--- src/rtl/nibble_capture_if.sv ---
// Bus bundle for nibble_capture: serial shift side, word FIFO side and
// status/clear controls. clk and reset_n stay plain ports on the module.
interface nibble_capture_if #(
    parameter int DEPTH = 4
);
    localparam int CW = $clog2(DEPTH) + 1;

    logic          shift_en;
    logic          data_in;
    logic [3:0]    sr_data;
    logic          align_clr;
    logic [3:0]    word_data;
    logic          word_valid;
    logic          word_ready;
    logic [CW-1:0] fifo_count;
    logic          overflow;
    logic          ovf_clr;
    logic          perr;

    // Capture block side
    modport slave (
        input  shift_en, data_in, sr_data, align_clr, word_ready, ovf_clr,
        output word_data, word_valid, fifo_count, overflow, perr
    );

    // Driver / consumer side
    modport master (
        output shift_en, data_in, sr_data, align_clr, word_ready, ovf_clr,
        input  word_data, word_valid, fifo_count, overflow, perr
    );
endinterface

--- src/rtl/nibble_capture.sv ---
// nibble_capture: frames a serial bit stream (shadowing an upstream 4-bit
// shift register) into nibbles and queues them in a DEPTH-word FIFO.
// Optional feature macro: NIBBLE_PARITY_EN -- adds a 5th even-parity bit per
// frame and reports the per-word parity error on perr.
// DEPTH must be a power of two in 2..16 so pointers wrap naturally.
module nibble_capture #(
    parameter int DEPTH = 4
) (
    input  logic             clk,
    input  logic             reset_n,
    nibble_capture_if.slave  bus
);
    localparam int AW = $clog2(DEPTH);
    localparam int CW = AW + 1;
`ifdef NIBBLE_PARITY_EN
    localparam logic [2:0] LAST_BIT = 3'd4;
`else
    localparam logic [2:0] LAST_BIT = 3'd3;
`endif

    logic [2:0]    bit_cnt;
    logic          shift_ok;
    logic          data_done;
    logic          frame_done;
    logic [3:0]    nibble_now;
    logic [3:0]    push_word;
    logic          push_perr;

    logic [3:0]    mem_data [DEPTH];
    logic [AW-1:0] wr_ptr;
    logic [AW-1:0] rd_ptr;
    logic [CW-1:0] count;
    logic          empty;
    logic          full;
    logic          pop;
    logic          push;
    logic          drop;
    logic          ovf_q;

    // A realignment clear swallows any coincident shift bit.
    assign shift_ok   = bus.shift_en & ~bus.align_clr;
    assign data_done  = shift_ok && (bit_cnt == 3'd3);
    assign frame_done = shift_ok && (bit_cnt == LAST_BIT);
    // sr_data is the pre-edge value, so splice in the incoming bit to get
    // the register contents after this edge.
    assign nibble_now = {bus.sr_data[2:0], bus.data_in};

    // Bit position within the current frame; wraps after the last bit.
    always_ff @(posedge clk or negedge reset_n) begin
        if (!reset_n)
            bit_cnt <= 3'd0;
        else if (bus.align_clr)
            bit_cnt <= 3'd0;
        else if (bus.shift_en)
            bit_cnt <= (bit_cnt == LAST_BIT) ? 3'd0 : bit_cnt + 3'd1;
    end

`ifdef NIBBLE_PARITY_EN
    logic [3:0] nib_q;
    logic       par_acc;
    logic       mem_perr [DEPTH];
    logic       unused_data_done;

    assign unused_data_done = data_done;

    // Hold the nibble from bit 4 and fold data bits into the parity sum
    // until the parity bit arrives on the following shift.
    always_ff @(posedge clk or negedge reset_n) begin
        if (!reset_n) begin
            nib_q   <= 4'h0;
            par_acc <= 1'b0;
        end else if (bus.align_clr) begin
            par_acc <= 1'b0;
        end else if (shift_ok) begin
            if (bit_cnt == 3'd0)
                par_acc <= bus.data_in;
            else if (bit_cnt != LAST_BIT)
                par_acc <= par_acc ^ bus.data_in;
            if (data_done)
                nib_q <= nibble_now;
        end
    end

    assign push_word = nib_q;
    assign push_perr = par_acc ^ bus.data_in;

    // Parity flag storage alongside each word.
    always_ff @(posedge clk) begin
        if (push)
            mem_perr[wr_ptr] <= push_perr;
    end

    assign bus.perr = empty ? 1'b0 : mem_perr[rd_ptr];
`else
    logic unused_bits;

    assign unused_bits = ^{data_done, push_perr};
    assign push_word   = nibble_now;
    assign push_perr   = 1'b0;
    assign bus.perr    = 1'b0;
`endif

    // FIFO control: a full FIFO still accepts a push when a pop frees a slot
    // on the same edge; an empty FIFO never pops the word being pushed.
    assign empty = (count == '0);
    assign full  = (count == CW'(DEPTH));
    assign pop   = ~empty & bus.word_ready;
    assign push  = frame_done & (~full | pop);
    assign drop  = frame_done & full & ~pop;

    // Word storage; no reset needed since reads are masked while empty.
    always_ff @(posedge clk) begin
        if (push)
            mem_data[wr_ptr] <= push_word;
    end

    // Pointers and occupancy.
    always_ff @(posedge clk or negedge reset_n) begin
        if (!reset_n) begin
            wr_ptr <= '0;
            rd_ptr <= '0;
            count  <= '0;
        end else begin
            if (push)
                wr_ptr <= wr_ptr + AW'(1);
            if (pop)
                rd_ptr <= rd_ptr + AW'(1);
            if (push && !pop)
                count <= count + CW'(1);
            else if (pop && !push)
                count <= count - CW'(1);
        end
    end

    // Sticky overflow; a drop on the clearing edge wins.
    always_ff @(posedge clk or negedge reset_n) begin
        if (!reset_n)
            ovf_q <= 1'b0;
        else if (drop)
            ovf_q <= 1'b1;
        else if (bus.ovf_clr)
            ovf_q <= 1'b0;
    end

    assign bus.word_valid = ~empty;
    assign bus.word_data  = empty ? 4'h0 : mem_data[rd_ptr];
    assign bus.fifo_count = count;
    assign bus.overflow   = ovf_q;
endmodule

--- src/flat_wrapper.sv ---
// flat-port wrapper written by rule: the top's interface ports become plain ports
module nibble_capture_flat 
#(
    parameter int DEPTH = 4
)
  (clk, reset_n, bus_shift_en, bus_data_in, bus_sr_data, bus_align_clr, bus_word_ready, bus_ovf_clr, bus_word_data, bus_word_valid, bus_fifo_count, bus_overflow, bus_perr);
  nibble_capture_if #(.DEPTH(DEPTH)) bus_i ();
  input  logic clk;
  input  logic reset_n;
  input wire logic [$bits(bus_i.shift_en)-1:0] bus_shift_en;
  input wire logic [$bits(bus_i.data_in)-1:0] bus_data_in;
  input wire logic [$bits(bus_i.sr_data)-1:0] bus_sr_data;
  input wire logic [$bits(bus_i.align_clr)-1:0] bus_align_clr;
  input wire logic [$bits(bus_i.word_ready)-1:0] bus_word_ready;
  input wire logic [$bits(bus_i.ovf_clr)-1:0] bus_ovf_clr;
  output wire logic [$bits(bus_i.word_data)-1:0] bus_word_data;
  output wire logic [$bits(bus_i.word_valid)-1:0] bus_word_valid;
  output wire logic [$bits(bus_i.fifo_count)-1:0] bus_fifo_count;
  output wire logic [$bits(bus_i.overflow)-1:0] bus_overflow;
  output wire logic [$bits(bus_i.perr)-1:0] bus_perr;
  assign bus_i.shift_en = bus_shift_en;
  assign bus_i.data_in = bus_data_in;
  assign bus_i.sr_data = bus_sr_data;
  assign bus_i.align_clr = bus_align_clr;
  assign bus_i.word_ready = bus_word_ready;
  assign bus_i.ovf_clr = bus_ovf_clr;
  assign bus_word_data = bus_i.word_data;
  assign bus_word_valid = bus_i.word_valid;
  assign bus_fifo_count = bus_i.fifo_count;
  assign bus_overflow = bus_i.overflow;
  assign bus_perr = bus_i.perr;
  nibble_capture #(.DEPTH(DEPTH)) u_core (.clk(clk), .reset_n(reset_n), .bus(bus_i));
endmodule
--- config.mk ---
export PLATFORM = sky130hd
export DESIGN_NAME = nibble_capture_flat
export DESIGN_NICKNAME = d
export VERILOG_FILES = /design/src/rtl/nibble_capture_if.sv /design/src/rtl/nibble_capture.sv /design/src/flat_wrapper.sv
export SDC_FILE = /design/constraint.sdc
export NUM_CORES = 1
export LEC_CHECK = 0
export ABC_AREA = 1
export ABC_CLOCK_PERIOD_IN_PS = 5400
export CORE_ASPECT_RATIO = 0.8
export CORE_MARGIN = 1.5
export CORE_UTILIZATION = 55
export DETAILED_ROUTE_END_ITERATION = 16
export PLACE_DENSITY = 0.78
export SLEW_MARGIN = 20
export SYNTH_ARGS = -nofsm -noshare
export SYNTH_HDL_FRONTEND = slang
export SYNTH_SLANG_ARGS = --single-unit
--- constraint.sdc ---
create_clock -name clk -period 5.4 [get_ports clk]
set_input_delay 0.81 -clock clk [delete_from_list [all_inputs] [get_ports clk]]
set_output_delay 0.81 -clock clk [all_outputs]
set_load 0.005 [all_outputs]
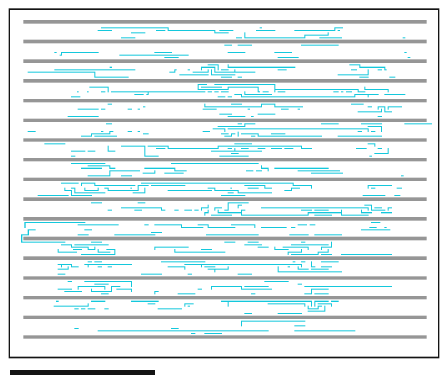
**Above:** M1 wires.
The bar under the picture is 20 um long. Supply wires on this layer in grey.
- longest straight run: 23.5 um
- main direction: horizontal
- nets with wire on the layer: 167
- wire length on this layer: 1060 um
- share of all routed wire: 49%
GR Layer Usage met1: 0.240
Post-Route WL: 2.19 mm
routed via count: 928

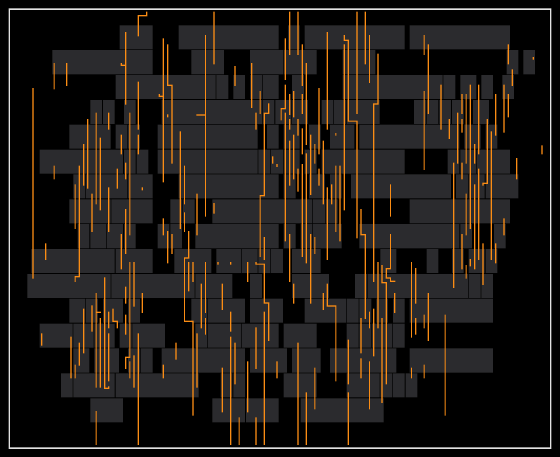
**Above:** the metal 2 layer.
Cells faint in the background.
- nets with wire on the layer: 137
- wire length on this layer: 1030 um
routing usage on met2: 0.313

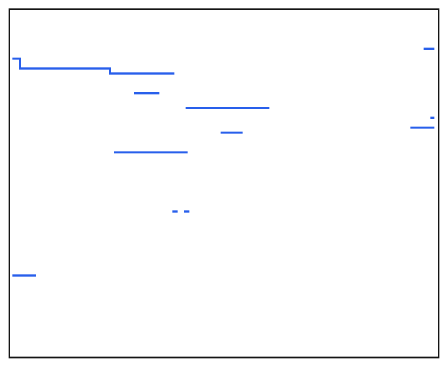
**Above:** signal wires on met3.
- main direction: horizontal
- longest straight run: 12.4 um
- share of all routed wire: 2.7%
GRT met3 Usage: 0.0568

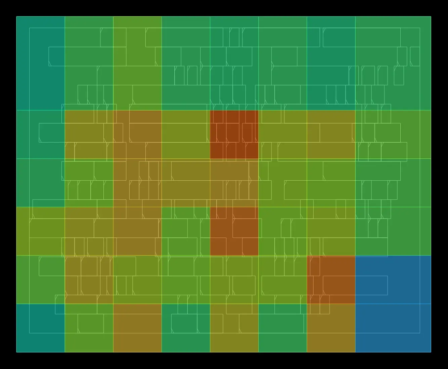
**Above:** congestion heat map.
DR WL/cell: 10.9 um
fin util: 0.666
gr usage total: 0.189
GRT busiest layer: met2

==> flow_summary.ini <==
; generated from flow reports
[synth]
flop_cell = edfxtp_1
yosys-stat-area_sq_um = 1380
fp_nets = 163
yosys-top-cells-count = nand2_1, inv_1, edfxtp_1
synth_top_area_share = 0.347
topCellsByArea = edfxtp_1, dfrtp_1, nand2_1
xor_area_frac = 0.0127
mux_area_frac = 0
ys.flops = 27
ys_seq_share = 0.546
ys_types = 22
ys_async_sr_fraction = 0.407
yosysWarningCount = 0
synthCells = 145
ys_top_logic_family = simple AND/OR/NAND/NOR gates
adder_share = 0.0687
compound_area_frac = 0.0344
edf_count = 16
syn_avg_cell_area_sq_um = 9.54
synth_area_sq_um = 1380
top_area_cell = edfxtp_1
synth.cellmix.simpleShare = 0.224
post-synth-top-count-cell = nand2_1

[layout]
final_cell_mix = nand2_1, inv_1, clkdlybuf4s50_1, edfxtp_1, nand3_1
flop_area_sq_um = 756
layout.nonclk_buf_frac = 0.112
seq_share = 0.469
fin_cells = 200
logic_gates = 80
fillers = 199
largest_reg_flops = 16
mostFrequentLayoutCell = nand2_1
stdcell_area_sq_um = 1610
clockBufferCount = 4
synthToLayoutAreaGrowth_pct = 16.5
clk_share = 0.0163
flops = 27
buffers = 18
layout-drive-gt1-share = 0.0854
comb_area_frac = 0.294
n_antenna_cell = 0
regMostFlops = u_core.mem_data
inverters = 35

[die]
core_sq_um = 2420
tapCellCount = 36
rows = 16
io_pins = 21
die_y_um = 47.9
fp-utilization = 0.571
die_x_um = 59.1
chipArea_sq_um = 2830

[worst_setup_path]
critPathArrivalTime_ps = 1930
worstRegToRegCells = 12
cp-start-kind = register
cpLargestDelayFamily = buffers and inverters
crit_path_top_delay_cell = dfrtp_1
r2r_setup_slack_ps = 3420
cp.required_ps = 4590
reg2reg_from = u_core.bit_cnt[0]$_DFFE_PN0P_
path_buffers = 2
cp.depth = 5
cp_max_fo = 11
cpPeakStageDelay_ps = 610
cp-endpoint = bus_word_data[3]
setup.worst_path.start = u_core.rd_ptr[0]$_DFFE_PN0N_
path_class = reg -> out
reg2reg_to = u_core.bus.fifo_count[2]$_DFFE_PN0P_
crit_chain = inv_2, nand2_1, nand3_1, a21oi_1, clkdlybuf4s50_1
setup.worst_path.end_class = primary output

[cts]
clock_latency_ps = 320
ctsLongestPathBuffers = 2
postCtsSetupRepairBufs = 0
numCtsBuffers = 3
holdBufCountCts = 0
clkTransAtPathRegs_ps = 130
htreeDepth = 1
cts_root_buf = clkbuf_4
cts_tree = built
post_cts_resized = 0
clock_sinks = 27

[sta]
max_freq_mhz = 365
finalSetupViolations = 0
worstMarginPinSlew_ps = 524
slew_headroom = 0.649
fin_worst_skew_ps = 6.72
holdWs_ps = 502
hold_viol = 0
finalMaxSlewViolations = 0
timing.final.ws_setup_ps = 2660
min_period_ps = 2740
fin_crit_sh = 0.507
grt_setup_unrepaired = no

[placement]
numPortBuffers = 18
dp.cells = 196
post_dp_cell_area_sq_um = 1590
hpwlAfterDp_mm = 1.70
pre_cts_slack_ps = 2670
gp_congestion = 0.716

[min_path]
hold_start = u_core.bus.overflow$_DFFE_PN0P_
holdPathStages = 2

[pwr]
top_power_group = registers
power.share.switching = 0.358
comb-power_mw = 0.261
seqPwrFrac = 0.454
p_int_mw = 0.406
p_per_area_nw_per_um2 = 392
irDropWorstVdd_mv = 0.160
p_total_mw = 0.633
clk-power_mw = 0.0846
clkPwrFrac = 0.134
pwr-share-comb = 0.412
p_leak_nw = 0.764
power.net_switching_mw = 0.226
p_seq_mw = 0.287

[grt]
grt_max_degree = 15
grt_overflow = 0
antenna_found_initial = 0

[run_status]
status = complete, no violations

[detailed_routing]
drc = 0
drt-met1-wl_mm = 1.06
first_pass_iters = 4
top_layer_used = met4
wl_met2_mm = 1.03
drt_iter0_drc = 35
ant_nets = 0
wl_met3_um = 59
vias_per_cell = 4.64

[job]
warnings = 30
cap_viol_max_count = 0
Power and IR drop assume default switching activity.
